Fig. 1: run 1, signal wires on met3
The bar under the picture is 20 um long.
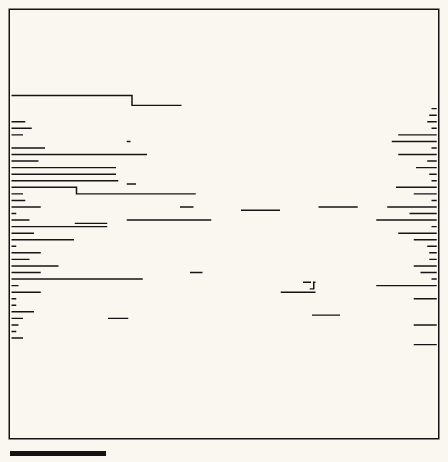
Fig. 2: run 1, where the registers sit
The bar under the picture is 20 um long.
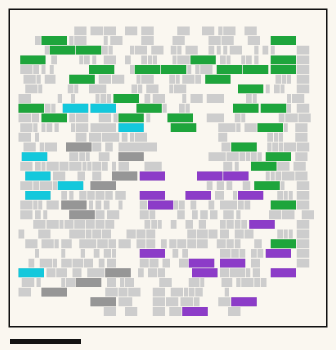
Fig. 3: run 1, placed cells, one color a class
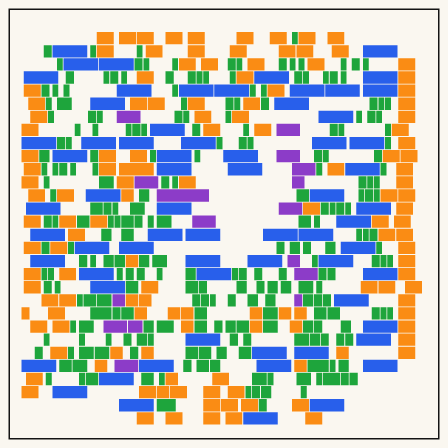
File: src/rtl/instruction_fetch.sv
// instruction_fetch: PC register, IF/ID capture, stall/redirect/halt handling and fetch counting.
// Revision 1.0
`default_nettype none

module instruction_fetch #(
  parameter int                   ADD_WIDTH   = 8,
  parameter int                   WIDTH       = 32,
  parameter logic [6:0]           HALT_OPCODE = 7'b1111111,
  parameter logic [ADD_WIDTH-1:0] RESET_PC    = '0
) (
  input  logic                 clk,
  input  logic                 rst,
  output logic [ADD_WIDTH-1:0] imem_add,
  input  logic [WIDTH-1:0]     imem_instruction,
  input  logic                 stall,
  input  logic                 redirect,
  input  logic [ADD_WIDTH-1:0] redirect_add,
  output logic                 if_id_valid,
  output logic [WIDTH-1:0]     if_id_instruction,
  output logic [ADD_WIDTH-1:0] if_id_pc,
  output logic                 halted,
  output logic [15:0]          fetch_count
);

  typedef enum logic [0:0] {
    RUN  = 1'b0,
    HALT = 1'b1
  } state_t;

  localparam logic [ADD_WIDTH-1:0] PC_ONE = {{(ADD_WIDTH-1){1'b0}}, 1'b1};

  state_t               state;
  logic [ADD_WIDTH-1:0] pc;

  assign imem_add = pc;
  assign halted   = (state == HALT);

  always_ff @(posedge clk) begin
    if (rst) begin
      pc                <= RESET_PC;
      state             <= RUN;
      if_id_valid       <= 1'b0;
      if_id_instruction <= '0;
      if_id_pc          <= '0;
      fetch_count       <= 16'd0;
    end else if (redirect) begin
      // Wrong-path instruction is flushed; a pending halt is cancelled.
      pc          <= redirect_add;
      if_id_valid <= 1'b0;
      state       <= RUN;
    end else if (!stall) begin
      case (state)
        RUN: begin
          if_id_instruction <= imem_instruction;
          if_id_pc          <= pc;
          if_id_valid       <= 1'b1;
          if (fetch_count != 16'hFFFF) begin
            fetch_count <= fetch_count + 16'd1;
          end
          if (imem_instruction[6:0] == HALT_OPCODE) begin
            state <= HALT;
          end else begin
            pc <= pc + PC_ONE;
          end
        end
        HALT: begin
          if_id_valid <= 1'b0;
        end
        default: begin
          state <= RUN;
        end
      endcase
    end
  end

endmodule

`default_nettype wire
File: config.mk
export PLATFORM = sky130hd
export DESIGN_NAME = instruction_fetch
export DESIGN_NICKNAME = d
export VERILOG_FILES = /design/src/rtl/instruction_fetch.sv
export SDC_FILE = /design/constraint.sdc
export NUM_CORES = 1
export LEC_CHECK = 0
export CAP_MARGIN = 5
export CORE_MARGIN = 2
export CORE_UTILIZATION = 37
export CTS_CLUSTER_SIZE = 10
export DETAILED_ROUTE_END_ITERATION = 8
export PLACE_DENSITY = 0.73
export SYNTH_ARGS = -nofsm -noshare
export SYNTH_HDL_FRONTEND = slang
export SYNTH_SLANG_ARGS = --single-unit
File: constraint.sdc
create_clock -name clk -period 2.35 [get_ports clk]
set_input_delay 0.5875 -clock clk [delete_from_list [all_inputs] [get_ports clk]]
set_output_delay 0.5875 -clock clk [all_outputs]
set_load 0.01 [all_outputs]
==> run summary, run 1 <==
Implementation run completed; key figures follow.

Outcome:
- The run finished with clean final reports.

Routing:
- The run gives the number of antenna-violating nets in the routed design as 0.
- The run puts the ratio of routed vias to standard cells at 5.02.
- The run gives the final wirelength as 7360 um.
- The run puts the detailed-route wire length per cell at 13.3 um.
- The run puts the overall via count from detail_route at 2,769.
- The first detailed-routing pass took 5 iterations.

Floorplan:
- The run puts the number of tapcells at 96.
- The run gives the horizontal die size as 88.8 um.
- The vertical die dimension reported for this design is 88.8 um.

Setup path:
- The setup path with the least slack is of type primary input to register.
- The run gives the reg2reg setup slack as 380 ps.
- Data on the critical path arrives at its endpoint at 2530 ps.
- The slowest stage of the critical path belongs to the cell sky130_fd_sc_hd__or4_1.
- The run gives the critical path startpoint category as a primary input.
- The run gives the endpoint required time on the critical path as 2600 ps.
- The worst setup path is captured at a register.
- Per the timing report, the most critical flop-to-flop path originates at fetch_count[2]$_SDFFE_PP0P_.

Power:
- The run puts the cell internal power dissipation at 1.87 mW.
- The run puts the peak supply drop at 296 uV.
- The run puts the net switching share of the total power at 24.7%.
- The run puts the power consumption at 2.48 mW.
- The run gives the clock distribution power as 0.959 mW.
- The run puts the proportion of power drawn by the clock network at 38.7%.
- The run puts the flip-flop and latch power at 1.20 mW.

Yosys:
- The run puts the share of flip-flops with an asynchronous set or reset after synthesis at 0%.
- The run puts the synthesis-stage register bit count at 66.
- Among the non-sequential cells, simple AND/OR/NAND/NOR gates take the most area.
- For reference, the top cells by count after synthesis are 88 x sky130_fd_sc_hd__nand2_1, 66 x sky130_fd_sc_hd__dfxtp_1, 53 x sky130_fd_sc_hd__a21oi_1.
- The top cell type by area accounts for 49.6% of the synthesized area.
- After synthesis, the chip area reported by Yosys is 2660 um2.
- Among all cell types in the netlist, the one instantiated most often is sky130_fd_sc_hd__nand2_1.

Layout:
- Ranked by total area, the top cell class in this layout is sequential cells.
- Multi-input gates account for 30.1% of the area.
- The run puts the cell area after layout at 4170 um2.
- In the final layout, the clock buffer count is 10.
- The run gives the area taken by flip-flops and latches as 1320 um2.
- By instance count after routing, the leading logic cell types are 108 x sky130_fd_sc_hd__clkdlybuf4s50_1, 88 x sky130_fd_sc_hd__nand2_1, 66 x sky130_fd_sc_hd__dfxtp_1.
- The run gives the share of post-route cells with drive strength above 1 as 8.99%.
- Leaving out fill and tap cells, the most frequent cell in the layout is sky130_fd_sc_hd__clkdlybuf4s50_1.
- The run gives the post-layout instance count excluding filler cells as 552.
- The run gives the clock-cell share of area as 4.89%.
- The run gives the area of combinational cells with multiple inputs as 1250 um2.
- Sequential cells make up 31.7% of the cell area.

CTS:
- The CTS report gives the tree buffer count as 9.
- The number of gates resized after CTS was 0.
- The run gives the H-tree level count as 3.
- The run puts the clock edge transition at the registers on the reported setup and hold paths at 70 ps.

STA:
- On the final layout, the worst hold slack is 453 ps.
- Endpoints with negative setup slack in the final report add up to 0.
- The run gives the relative slew slack as 42.6%.
- The run gives the minimum clock period as 2280 ps.
- After layout, the worst setup slack is 73.1 ps.

Global route:
- The run puts the pin count of the biggest net entering global routing at 46.
- The run gives the number of antenna violations at the first check in global routing as 0.
- The run gives the remaining global-route overflow as 0.

Place:
- After legalization and detailed placement, the total HPWL measured 5230 um.
Notes on Fig. 1 above:
73 nets have wire on it. The layer carries 506 um of wire. The layer holds 6.9% of the routed length. The wires run mostly horizontal.

Notes on Fig. 2 above:
Key: purple = `fetch_count` [flops 16]; green = `if_id_instruction` [flops 32]; cyan = `if_id_pc` [flops 8, where left middle]
Another 10 sequential cells are not colored.

Notes on Fig. 3 above:
Key: orange = other buffers and delay cells [cells 130]; green = all other logic [cells 244]; purple = clock drivers and dummy loads [cells 16]; blue = flip-flops [cells 66]

run 1: per-layer routing:
| layer | GRT usage [%] | up-vias |
|---|---|---|
| li1 | - | 1407 |
| met1 | 24.0 | 1271 |
| met2 | 32.0 | 85 |
| met3 | 5.41 | 6 |
| met4 | 6.61 | 0 |
| met5 | 0 | - |
run 1: worst register-to-register path: stages, from the launching register on:
cell and delay (ps):
sky130_fd_sc_hd__dfxtp_1 440, sky130_fd_sc_hd__nand4_1 210, sky130_fd_sc_hd__or4_1 580, sky130_fd_sc_hd__or4_1 510
sky130_fd_sc_hd__a21oi_1 150
run 1: sequential cells by signal, summed over array words and instances (netlist names):
signal / cells
fetch_count: 16
halted: 1
if_id_instruction: 32
if_id_pc: 8
if_id_valid: 1
imem_add: 8
Fig. 4: run 1, local utilization
9 x 9 tiles, from white (low) to dark blue (high), 0 to 100% covered.
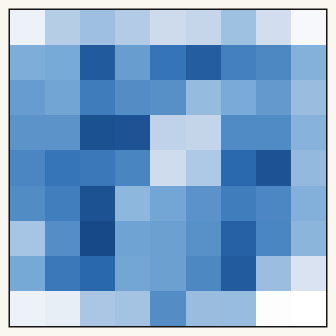

==> inputs of run 2 (changes only) <==
Settings changed: CORE_UTILIZATION 37 to 38, PLACE_DENSITY 0.73 to 0.75.
Fig. 5: run 2, local utilization
9 x 9 tiles, from white (low) to dark blue (high), 0 to 100% covered.
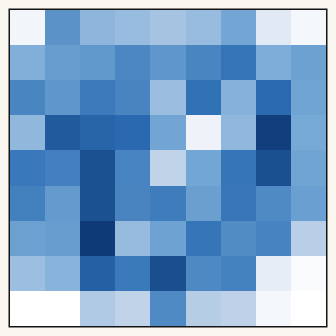
The densest ninth of the die: left middle. 3.7% of the tiles are nearly empty. 14% of the tiles are over 75% full. The emptiest ninth of the die: bottom right. The fullest tile reaches 96%. The mean over all tiles is 53%.

==> run 2 against run 1 <==
  * Total power up 0.36%
  * Cell count down 0.36%
  * Synthesized cell count is the same
  * Hold slack hardly changed
  * Clock skew shrank 5.1 ps
  * First-iteration DRC count rose by 47%
  * Register-to-register slack got worse by 100 ps
  * Non-clock buffer count is 2 lower
  * Combinational power hardly changed
  * Routed wire length up 0.80%
  * Critical endpoint unchanged
  * Highest routed layer unchanged
==> run summary, run 2 <==
Implementation run completed; key figures follow.

CTS:
- The run puts the clock latency on the worst-skew pair at 330 ps (was 340 ps).
- The run gives the cts-stage hold buffer count as 0 (unchanged).
- The clock tree from TritonCTS is done (unchanged).
- The cell resize tally after clock tree synthesis is 0 (unchanged).
- The run puts the clock edge transition at the registers on the reported setup and hold paths at 80 ps (was 70 ps).
- The H-tree level count was 3 (unchanged).
- The number of clock buffers inserted by TritonCTS was 9 (unchanged).
- The run puts the clock sink count at 66 (unchanged).
- The run puts the deepest clock path buffer count at 2 (unchanged).
- The cell at the root of the clock tree is sky130_fd_sc_hd__clkbuf_8 (unchanged).

STA:
- The run puts the least setup slack across all paths after layout at 26.3 ps (was 73.1 ps).
- The run gives the number of endpoints failing setup at the final stage as 0 (unchanged).
- The fraction of the cycle the final worst path needs came to 98.9% (was 96.9%).
- The run puts the setup skew after layout at 7.03 ps (was 12.2 ps).
- The run puts the relative slew slack at 43.8% (was 42.6%).
- The run puts the summed negative setup slack over all endpoints at 0 ps (unchanged).
- The minimum clock period is 2320 ps (was 2280 ps).
- The minimum hold slack came to 453 ps (about the same).
- The run puts the transition time of the tightest slew-check pin at 843 ps (was 861 ps).

Yosys:
- The run puts the cell count in the Yosys report at 329 (unchanged).
- The dominant cell type by area after synthesis is sky130_fd_sc_hd__dfxtp_1 (unchanged).
- The run puts the number of library cell types mapped by synthesis at 35 (unchanged).
- The run puts the post-synthesis share of cell area spent on full adders, half adders and majority gates at 0.940% (unchanged).
- The run puts the top-area cell type share of the netlist area at 49.6% (unchanged).
- The run gives the floorplan net count as 375 (unchanged).
- The run puts the simple-gate share of the synthesized area at 26.1% (unchanged).
- The run puts the share of flip-flops with an asynchronous set or reset after synthesis at 0% (unchanged).
- The run gives the synthesis-stage register bit count as 66 (unchanged).
- The most numerous cell in the Yosys netlist is sky130_fd_sc_hd__nand2_1 (unchanged).
- The run gives the post-synthesis chip area from yosys as 2660 um2 (unchanged).
- The post-synthesis xor/xnor area fraction is 1.32% (unchanged).
- List of most frequent post-synthesis cells: 88 x sky130_fd_sc_hd__nand2_1, 66 x sky130_fd_sc_hd__dfxtp_1, 53 x sky130_fd_sc_hd__a21oi_1 (unchanged).
- The main flop type was sky130_fd_sc_hd__dfxtp_1 (unchanged).
- The run puts the post-synthesis sequential area ratio at 49.6% (unchanged).
- The run gives the post-synthesis cell count as 329 (unchanged).
- The run gives the number of enable flip-flop cells as 0 (unchanged).
- The main logic family after synthesis was simple AND/OR/NAND/NOR gates (unchanged).
- Top cells, area: sky130_fd_sc_hd__dfxtp_1 50%, sky130_fd_sc_hd__nand2_1 12%, sky130_fd_sc_hd__a21oi_1 10% (unchanged).
- The run gives the post-synth design cell area as 2660 um2 (unchanged).
- The number of warnings reported in the yosys synthesis log came to 0 (unchanged).

Setup path:
- The reg2reg setup slack was 280 ps (was 380 ps).
- The run gives the worst reg2reg path endpoint as fetch_count[15]$_SDFFE_PP0P_ (unchanged).
- The run puts the critical path data arrival time at 2590 ps (was 2530 ps).
- The run gives the reg-to-reg critical path startpoint as fetch_count[4]$_SDFFE_PP0P_ (was fetch_count[2]$_SDFFE_PP0P_).
- The end point of the critical path is fetch_count[13]$_SDFFE_PP0P_ (unchanged).
- The cell at the slowest stage of the critical path is sky130_fd_sc_hd__or4_4 (was sky130_fd_sc_hd__or4_1).
- The critical path class was primary input to register (unchanged).
- The critical path startpoint category was a primary input (unchanged).
- The run gives the endpoint required time on the critical path as 2610 ps (was 2600 ps).
- The sort of element at the end of the critical path is a register (unchanged).

Layout:
- The run puts the number of antenna cells inserted at 0 (unchanged).
- Top cells excl fill/tap: 108 x sky130_fd_sc_hd__clkdlybuf4s50_1, 88 x sky130_fd_sc_hd__nand2_1, 66 x sky130_fd_sc_hd__dfxtp_1 (unchanged).
- The run puts the share of post-route cells with drive strength above 1 at 8.59% (was 8.99%).
- The run puts the net count of the finished layout at 495 (was 497).
- The run gives the most frequent logic cell in the layout as sky130_fd_sc_hd__clkdlybuf4s50_1 (unchanged).
- The run puts the cell area after layout at 4150 um2 (was 4170 um2).
- Biggest regs: if_id_instruction x32, fetch_count x16 (unchanged).
- The number of flip-flops under the largest register name was 32 (unchanged).
- The run gives the largest register by flop count as if_id_instruction (unchanged).
- The run puts the post-layout instance count excluding filler cells at 550 (was 552).

Global route:
- The run puts the number of global-route vias before repair at 2,637 (was 2,573).
- The run puts the remaining global-route overflow at 0 (unchanged).
- The run puts the pin count of the biggest net entering global routing at 45 (was 46).
- The number of antenna violations at the first check in global routing is 0 (unchanged).

Routing:
- The run puts the number of antenna-violating nets in the routed design at 0 (unchanged).
- The length of the first detailed-routing pass in iterations came to 4 (was 5).
- The run gives the amount of wire on met3 after detailed routing as 537 um (was 506 um).
- The final wirelength is 7420 um (was 7360 um).
- The run puts the detailed-route wire length per cell at 13.5 um (was 13.3 um).
- The run gives the ratio of routed vias to standard cells as 5.15 (was 5.02).
- The overall via count from detail_route is 2,835 (was 2,769).
- The run gives the routed length on met1 as 3340 um (was 3330 um).

Power:
- The run puts the ratio of total power to cell area at 599 nW/um2 (was 595 nW/um2).
- The run puts the peak supply drop at 296 uV (about the same).
- The power consumption was 2.49 mW (was 2.48 mW).

Outcome:
- Result of the run: complete, no violations (unchanged).

Floorplan:
- The run gives the I/O pin total as 110 (unchanged).
- The run gives the number of core rows as 30 (unchanged).
- The run gives the horizontal die size as 87.7 um (was 88.8 um).
- The die extent in y was 87.7 um (was 88.8 um).
- The run gives the total die size as 7690 um2 (was 7890 um2).

Place:
- The run gives the detailed placer's ending HPWL as 5280 um (was 5230 um).

Job:
- The run puts the total tool warning count at 26 (unchanged).
Fig. 6: run 2, cell placement
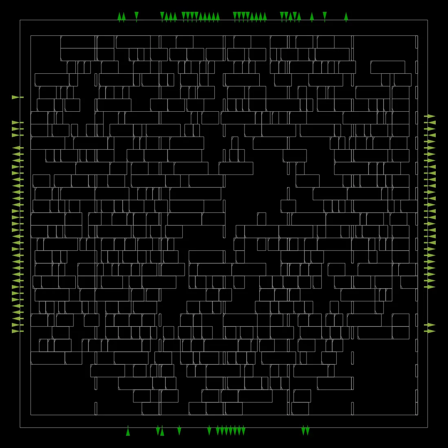
fraction of the core area covered by cells at the end of the flow: 61.1%
Seq cells: 66

[run 2: area by class of cell]
class / count / area (um2)
timing repair buffer: 128 / 1240
clock inverter: 6 / 65.1
clock buffer: 10 / 138
inverter: 4 / 15.0
multi-input combinational: 240 / 1250
fill: 602 / 2640
tap: 96 / 120
sequential: 66 / 1320
[run 2: power breakdown]
| part | internal [mW] | switching (mW) | total, mW | leakage (nW) |
|---|---|---|---|---|
| Clock | 0.521 | 0.450 | 0.970 | 0.103 |
| Combinational | 0.186 | 0.138 | 0.324 | 0.810 |
| Sequential | 1.16 | 0.0341 | 1.19 | 0.539 |
| Total | 1.87 | 0.622 | 2.49 | 1.45 |
[run 2: per-layer routing]
layer	GRT usage, %	vias to the layer above
li1	-	1405
met1	23.2	1340
met2	32.2	85
met3	7.92	5
met4	6.15	0
met5	0	-
Power is estimated from default activity; no workload was simulated.
